==> config.mk <==
export PLATFORM = sky130hd
export DESIGN_NAME = poly_byte_loader_flat
export DESIGN_NICKNAME = d
export VERILOG_FILES = /design/src/rtl/poly_byte_loader_if.sv /design/src/rtl/poly_byte_loader.sv /design/src/flat_wrapper.sv
export SDC_FILE = /design/constraint.sdc
export NUM_CORES = 2
export LEC_CHECK = 0
export CORE_AREA = 2 2 521 523
export CTS_CLUSTER_DIAMETER = 200
export DETAILED_ROUTE_END_ITERATION = 6
export DIE_AREA = 0 0 523 525
export SYNTH_ARGS = -nofsm -noshare
export SYNTH_HDL_FRONTEND = slang
export SYNTH_SLANG_ARGS = --single-unit
==> constraint.sdc <==
create_clock -name clk -period 8.7 [get_ports clk]
set_input_delay 1.305 -clock clk [delete_from_list [all_inputs] [get_ports clk]]
set_output_delay 1.305 -clock clk [all_outputs]
set_load 0.02 [all_outputs]
==> src/rtl/poly_byte_loader_if.sv <==
// Byte-stream input and coefficient-RAM write bus of the polynomial loader.
// The slave modport is the loader; the master modport is its environment.
interface poly_byte_loader_if #(
  parameter int WIDTH  = 12,
  parameter int ADDR_W = 8
);
  logic [7:0]         in_byte;
  logic               in_valid;
  logic               in_ready;
  logic [8*WIDTH-1:0] w_data;
  logic [ADDR_W-1:0]  w_data_addr;
  logic               w_data_en;

  modport master (
    output in_byte, in_valid,
    input  in_ready, w_data, w_data_addr, w_data_en
  );

  modport slave (
    input  in_byte, in_valid,
    output in_ready, w_data, w_data_addr, w_data_en
  );
endinterface

==> src/rtl/poly_byte_loader.sv <==
// Unpacks a 384-byte ByteDecode12 polynomial into 256 coefficients and bursts
// them as 32 lane-interleaved 96-bit words into the NTT coefficient RAM.
module poly_byte_loader #(
  parameter int WIDTH  = 12,
  parameter int Q      = 3329,
  parameter int ADDR_W = 8
) (
  input  logic               clk,
  input  logic               rst,
  input  logic               start,
  input  logic [ADDR_W-1:0]  w_data_addr_offset,
  poly_byte_loader_if.slave  bus,
  output logic               busy,
  output logic               done,
  output logic               coef_err
);

  localparam int WORD_W = 8 * WIDTH;
  localparam logic [WIDTH-1:0] Q_W = WIDTH'(Q);

  typedef enum logic [1:0] {IDLE, COLLECT, WRITE, DONE} state_t;

  state_t              state_q, state_d;
  logic [ADDR_W-1:0]   offset_q, offset_d;
  logic [8:0]          byte_cnt_q, byte_cnt_d;
  logic [1:0]          phase_q, phase_d;
  logic [6:0]          group_q, group_d;
  logic [5:0]          word_cnt_q, word_cnt_d;
  logic [7:0]          b0_q, b0_d;
  logic [3:0]          b1_hi_q, b1_hi_d;
  logic                in_ready_q, in_ready_d;
  logic [WORD_W-1:0]   w_data_q, w_data_d;
  logic [ADDR_W-1:0]   w_addr_q, w_addr_d;
  logic                w_en_q, w_en_d;
  logic                busy_q, busy_d;
  logic                done_q, done_d;
  logic                coef_err_q, coef_err_d;

  logic [WORD_W-1:0]   coef_mem [32];
  logic                coef_we;
  logic [7:0]          coef_n;
  logic [WIDTH-1:0]    coef_val;
  logic [4:0]          coef_word;
  logic [2:0]          coef_lane;

  function automatic logic [4:0] bitrev5(input logic [4:0] v);
    logic [4:0] r;
    for (int i = 0; i < 5; i++) r[i] = v[4-i];
    return r;
  endfunction

  always_comb begin
    state_d    = state_q;
    offset_d   = offset_q;
    byte_cnt_d = byte_cnt_q;
    phase_d    = phase_q;
    group_d    = group_q;
    word_cnt_d = word_cnt_q;
    b0_d       = b0_q;
    b1_hi_d    = b1_hi_q;
    in_ready_d = in_ready_q;
    w_data_d   = w_data_q;
    w_addr_d   = w_addr_q;
    w_en_d     = w_en_q;
    busy_d     = busy_q;
    done_d     = 1'b0;
    coef_err_d = coef_err_q;
    coef_we    = 1'b0;
    coef_n     = '0;
    coef_val   = '0;

    case (state_q)
      IDLE: begin
        if (start) begin
          offset_d   = w_data_addr_offset;
          coef_err_d = 1'b0;
          byte_cnt_d = '0;
          phase_d    = '0;
          group_d    = '0;
          word_cnt_d = '0;
          in_ready_d = 1'b1;
          busy_d     = 1'b1;
          state_d    = COLLECT;
        end
      end
      COLLECT: begin
        if (bus.in_valid && in_ready_q) begin
          byte_cnt_d = byte_cnt_q + 9'd1;
          case (phase_q)
            2'd0: begin
              b0_d    = bus.in_byte;
              phase_d = 2'd1;
            end
            2'd1: begin
              b1_hi_d  = bus.in_byte[7:4];
              coef_val = {bus.in_byte[3:0], b0_q};
              coef_n   = {group_q, 1'b0};
              coef_we  = 1'b1;
              phase_d  = 2'd2;
            end
            default: begin
              coef_val = {bus.in_byte, b1_hi_q};
              coef_n   = {group_q, 1'b1};
              coef_we  = 1'b1;
              phase_d  = 2'd0;
              group_d  = group_q + 7'd1;
            end
          endcase
          if (coef_we && coef_val >= Q_W) coef_err_d = 1'b1;
          // The last coefficient lands in word 31, so word 0 is already final here.
          if (byte_cnt_q == 9'd383) begin
            in_ready_d = 1'b0;
            w_en_d     = 1'b1;
            w_data_d   = coef_mem[0];
            w_addr_d   = offset_q;
            word_cnt_d = 6'd1;
            state_d    = WRITE;
          end
        end
      end
      WRITE: begin
        if (word_cnt_q == 6'd32) begin
          w_en_d  = 1'b0;
          busy_d  = 1'b0;
          done_d  = 1'b1;
          state_d = DONE;
        end else begin
          w_data_d   = coef_mem[word_cnt_q[4:0]];
          w_addr_d   = offset_q + ADDR_W'(word_cnt_q);
          word_cnt_d = word_cnt_q + 6'd1;
        end
      end
      default: begin
        state_d = IDLE;
      end
    endcase
  end

  // Coefficient n lives in word bitrev5(n[5:1]), lane {n[6], n[7], n[0]}.
  assign coef_word = bitrev5(coef_n[5:1]);
  assign coef_lane = {coef_n[6], coef_n[7], coef_n[0]};

  always_ff @(posedge clk) begin
    if (coef_we) coef_mem[coef_word][int'(coef_lane)*WIDTH +: WIDTH] <= coef_val;
  end

  always_ff @(posedge clk or negedge rst) begin
    if (!rst) begin
      state_q    <= IDLE;
      offset_q   <= '0;
      byte_cnt_q <= '0;
      phase_q    <= '0;
      group_q    <= '0;
      word_cnt_q <= '0;
      b0_q       <= '0;
      b1_hi_q    <= '0;
      in_ready_q <= 1'b0;
      w_data_q   <= '0;
      w_addr_q   <= '0;
      w_en_q     <= 1'b0;
      busy_q     <= 1'b0;
      done_q     <= 1'b0;
      coef_err_q <= 1'b0;
    end else begin
      state_q    <= state_d;
      offset_q   <= offset_d;
      byte_cnt_q <= byte_cnt_d;
      phase_q    <= phase_d;
      group_q    <= group_d;
      word_cnt_q <= word_cnt_d;
      b0_q       <= b0_d;
      b1_hi_q    <= b1_hi_d;
      in_ready_q <= in_ready_d;
      w_data_q   <= w_data_d;
      w_addr_q   <= w_addr_d;
      w_en_q     <= w_en_d;
      busy_q     <= busy_d;
      done_q     <= done_d;
      coef_err_q <= coef_err_d;
    end
  end

  assign bus.in_ready    = in_ready_q;
  assign bus.w_data      = w_data_q;
  assign bus.w_data_addr = w_addr_q;
  assign bus.w_data_en   = w_en_q;
  assign busy            = busy_q;
  assign done            = done_q;
  assign coef_err        = coef_err_q;

endmodule
==> src/flat_wrapper.sv <==
// flat-port wrapper written by rule: the top's interface ports become plain ports
module poly_byte_loader_flat 
#(
  parameter int WIDTH  = 12,
  parameter int Q      = 3329,
  parameter int ADDR_W = 8
)
  (clk, rst, start, w_data_addr_offset, busy, done, coef_err, bus_in_byte, bus_in_valid, bus_in_ready, bus_w_data, bus_w_data_addr, bus_w_data_en);
  poly_byte_loader_if #(.WIDTH(WIDTH), .ADDR_W(ADDR_W)) bus_i ();
  input  logic clk;
  input  logic rst;
  input  logic start;
  input  logic [ADDR_W-1:0] w_data_addr_offset;
  output logic busy;
  output logic done;
  output logic coef_err;
  input wire logic [$bits(bus_i.in_byte)-1:0] bus_in_byte;
  input wire logic [$bits(bus_i.in_valid)-1:0] bus_in_valid;
  output wire logic [$bits(bus_i.in_ready)-1:0] bus_in_ready;
  output wire logic [$bits(bus_i.w_data)-1:0] bus_w_data;
  output wire logic [$bits(bus_i.w_data_addr)-1:0] bus_w_data_addr;
  output wire logic [$bits(bus_i.w_data_en)-1:0] bus_w_data_en;
  assign bus_i.in_byte = bus_in_byte;
  assign bus_i.in_valid = bus_in_valid;
  assign bus_in_ready = bus_i.in_ready;
  assign bus_w_data = bus_i.w_data;
  assign bus_w_data_addr = bus_i.w_data_addr;
  assign bus_w_data_en = bus_i.w_data_en;
  poly_byte_loader #(.WIDTH(WIDTH), .Q(Q), .ADDR_W(ADDR_W)) u_core (.clk(clk), .rst(rst), .start(start), .w_data_addr_offset(w_data_addr_offset), .bus(bus_i), .busy(busy), .done(done), .coef_err(coef_err));
endmodule
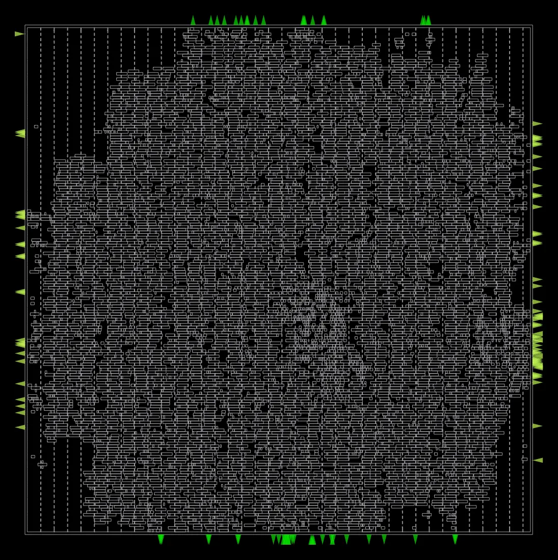
final_placement.png
Non-Filler Instances: 10760
# Taps: 3570
Final Core Density: 54.11%
FP Rows: 191
Placeable Area: 269300 sq um

==> run summary <==
run results: Max Freq 148.3 MHz, die x size approximately 520 microns, Mapped Cells about 6800, Worst Path Arrival between 7000 and 8000 ps, Main area contributors edfxtp_1 72%, mux4_2 13%, dfrtp_1 3.0%, nor2_1 2.0%, mux2i_1 1.4%, synthesized area 128300 sq um, Vias a little under 70000, ys flops about 3200, First-pass DRT Iterations 7, CTS HTree Levels 5, slowest stage cell, crit path nand2_1, clk sinks 3227, OpenROAD warnings about 53, switching part of the total 19.20%, Pleak around 40 nW, Tot GR Track Use about a quarter, crit path capture type flip-flop, crit path from bus_in_valid, Largest logic family multiplexers, # setup viols final 0, Seq share, synth between 70% and 80%, async set-reset flop share out of synthesis under 10%, WL per Instance 33.62 microns, Cell Int Power roughly 25 mW, dpl hpwl just over 200000 microns, Final min period 6742 ps, post-route ant nets 0, Relative slew margins roughly 6.7%, port bufs roughly 130, final period utilization around 77%, VDD IR-drop max between 0.00015 and 0.0002 V, Ys Warns 0, Setup CP Type in -> reg, crit path DRT a little over 9000 ps, Buf/Inv on CP 2, dominant register cell edfxtp_1, largest net degree at the start of global routing approximately 130, CTS Root Buffer Type clkbuf_16, total power draw 31.54 mW, Adder-Cell Fraction of Synth Area less than 1%, Netlist cell types around 65, Worst path max stage delay approximately 1100 ps, startpoint types primary input, initial antenna violation count 33, GPL Wtd Cong 0.9050, Die H 525 microns, Final WS setup 1958 ps, CTS max path bufs 4, final WL around 360000 microns, pins over their slew limit 0, fp util 47.64%, Setup WS pre-CTS between 1000 and 1500 ps, yosys aoi share 3.440%, sequential power share a little over half, Top Ports between 100 and 150, Worst Path Max Fanout 32, DRC 0, NumNets Final between 6000 and 7000, RSZ-0062 raised after global routing no, setup_tns 0 ps, Num CTS Buffers around 340, Gate power share less than 1%, skew final around 69 ps, and+or+nand+nor area frac 4.494%, area share, top type a little under three quarters, max cap viols 0, Yosys chip area around 130000 sq um, setup repair bufs after CTS 0, P_sw 6.054 mW, Via density around 6.4, ys cells just under 7000, final hold violations 0, dominant cell type by area after synthesis edfxtp_1, Clk network pwr share between 40 and 50%, yosys xor share less than 1%, layout cells sized above 1 a little under a quarter, status complete, no violations, Fillers 20510, placed cell count a little over 10000, worst hold path type in -> async, DRT iter0 DRCs 9016, vias in the first global route between 60000 and 70000, slew at the pin closest to its max-slew limit 1396 ps, cells along the critical path clkdlybuf4s50_1 > o2111a_1 > nand2_1 > inv_1 > ha_1 > fa_1 > nand2b_1 > nor3_1 > ha_1 > or2_2 > o32ai_1 > nor4_1 > o21ai_1 > nand2_1 > nor2_1, FF-to-FF Start u_core.state_q[1], area growth from synthesis to layout 13.59%, Multiplexer share 15.09%, Die Area between 200000 and 300000 sq um, total global routing overflow 0, CTS resizes 0, TritonCTS clock tree built, count of library flops with an enable pin slightly above 3000, Worst-path clk slew approximately 60 ps, Post-Syn Area per Cell 19.00 sq um, cell family with most CP delay simple AND/OR/NAND/NOR gates, first-pass GRT wire length between 500000 and 600000 microns, Hold Buf Count CTS 0, syn_nets 6793
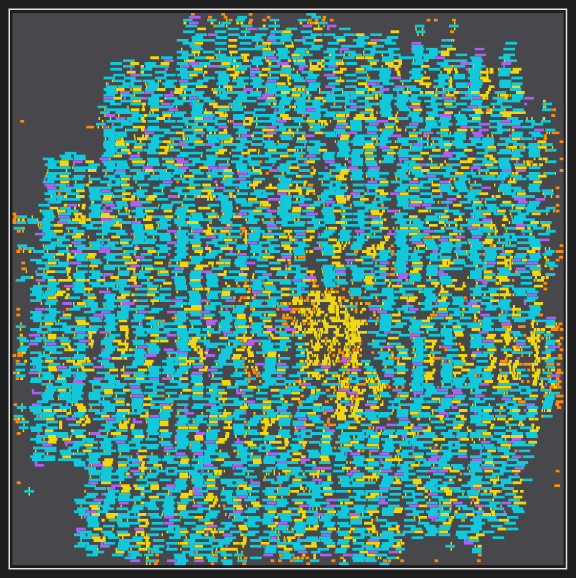
cell_classes.png
Fill, decap, tap and diode cells in grey.
legend:
  clock drivers and dummy loads:
    colour: purple
    cells: 621
    share_of_their_area: 8.0%
  other buffers and delay cells:
    colour: orange
    cells: 320
    share_of_their_area: 2.0%
  all other logic:
    colour: yellow
    cells: 3008
    share_of_their_area: 22%
  flops:
    colour: cyan
    cells: 3227
    share_of_their_area: 68%
flop share of the area: 65.97%
post-route cell area: 145700 sq um

-- state kept, by name (all words and copies together), names as in the netlist, 6 cells and up --
register	cells
u_core.byte_cnt_q	9
u_core.coef_mem	3072
u_core.group_q	7
u_core.bus.w_data	96
u_core.bus.w_data_addr	8
u_core.word_cnt_q	6
u_core.b0_q	8
u_core.offset_q	8
-- worst paths after layout --
| path | end | slack (ps) | cells past startpoint |
|---|---|---|---|
| hold / removal | u_core.bus.w_data[90] | 450 | 1 |
| hold reg to reg | u_core.bus.w_data[21] | 460 | 2 |
| setup reg to reg | u_core.coef_mem[5][87] | 2070 | 16 |
| setup / recovery | u_core.coef_mem[5][87] | 1960 | 15 |
| max in group asynchronous | u_core.bus.w_data[41] | 6970 | 2 |
| min in group clk | u_core.bus.w_data[21] | 460 | 2 |
-- per-stage QoR --
stage,instance area [sq um],hold WS (ps)
after global routing,145700,479.2
after floorplan,128300,487.5
after detailed placement,134400,456.3
after CTS,145700,449.2
final,145700,452.8
after global placement,134400,450.6
-- metal layers --
layer | routed length (microns) | track usage (%) | up-vias
li1 | - | - | 27880
met1 | 142900 | 36.44 | 36590
met2 | 173200 | 41.36 | 3647
met3 | 32810 | 5.103 | 657
met4 | 12490 | 8.756 | 10
met5 | 301 | 0 | -
-- Yosys cell counts (all sizes together), types with 6 or more instances --
cell and count:
a21oi 24, a221oi 168, a22oi 55, buf 171
clkbuf 345, dfrtp 155, edfxtp 3072, ha 20
inv 22, mux2 24, mux2i 179, mux4 768
nand2 298, nand2b 18, nand3 51, nand4 15
nor2 686, nor2b 13, nor3 227, nor3b 6
nor4 11, o2111ai 97, o21ai 207, o22ai 20
o31ai 10, or2 7, or3 8, xor2 12
-- logic make-up after synthesis --
family                   count (synthesis)
flip-flops                            3227
AND/OR/NAND/NOR                       1358
multiplexers                           971
AND-OR/OR-AND                          618
buffers and inverters                  538
adder cells (fa/ha/maj)                 22
XOR/XNOR                                17
-- cell usage in the layout, fill, tap and decap left out, types with 55 or more instances in the layout --
master,instances
mux4_2,768
dfrtp_1,151
edfxtp_1,3072
buf_4,179
clkbuf_16,347
clkdlybuf4s50_1,127
clkinv_2,71
nand2_1,263
a221oi_1,168
nor2_1,623
o21ai_0,202
a22oi_1,55
clkbuf_1,55
o2111ai_1,97
nor3_1,212
mux2i_1,179
-- power by group through the flow --
stage | registers (mW) | logic (mW) | clock network, mW
2_1_floorplan | 17.1 | 0.00599 | 0
3_3_place_gp | 17.1 | 0.0393 | 0
3_5_place_dp | 17.1 | 0.0398 | 0
4_1_cts | 16.7 | 0.0399 | 14.9
5_1_grt | 16.7 | 0.0422 | 15.6
6_report | 16.7 | 0.0383 | 14.8
-- cell type report --
type / count / area (sq um) / share of cell area, %
Antenna cell: 10 / 25.02 / 0.01717
Clock buffer: 420 / 9138 / 6.270
Tap cell: 3570 / 4467 / 3.065
Sequential cell: 3227 / 96140 / 65.97
Inverter: 22 / 82.58 / 0.05666
Clock inverter: 201 / 2172 / 1.490
Timing Repair Buffer: 320 / 2890 / 1.983
Multi-Input combinational cell: 2986 / 30820 / 21.15
Power figures rest on the tool's default switching activity, not on a simulated workload.
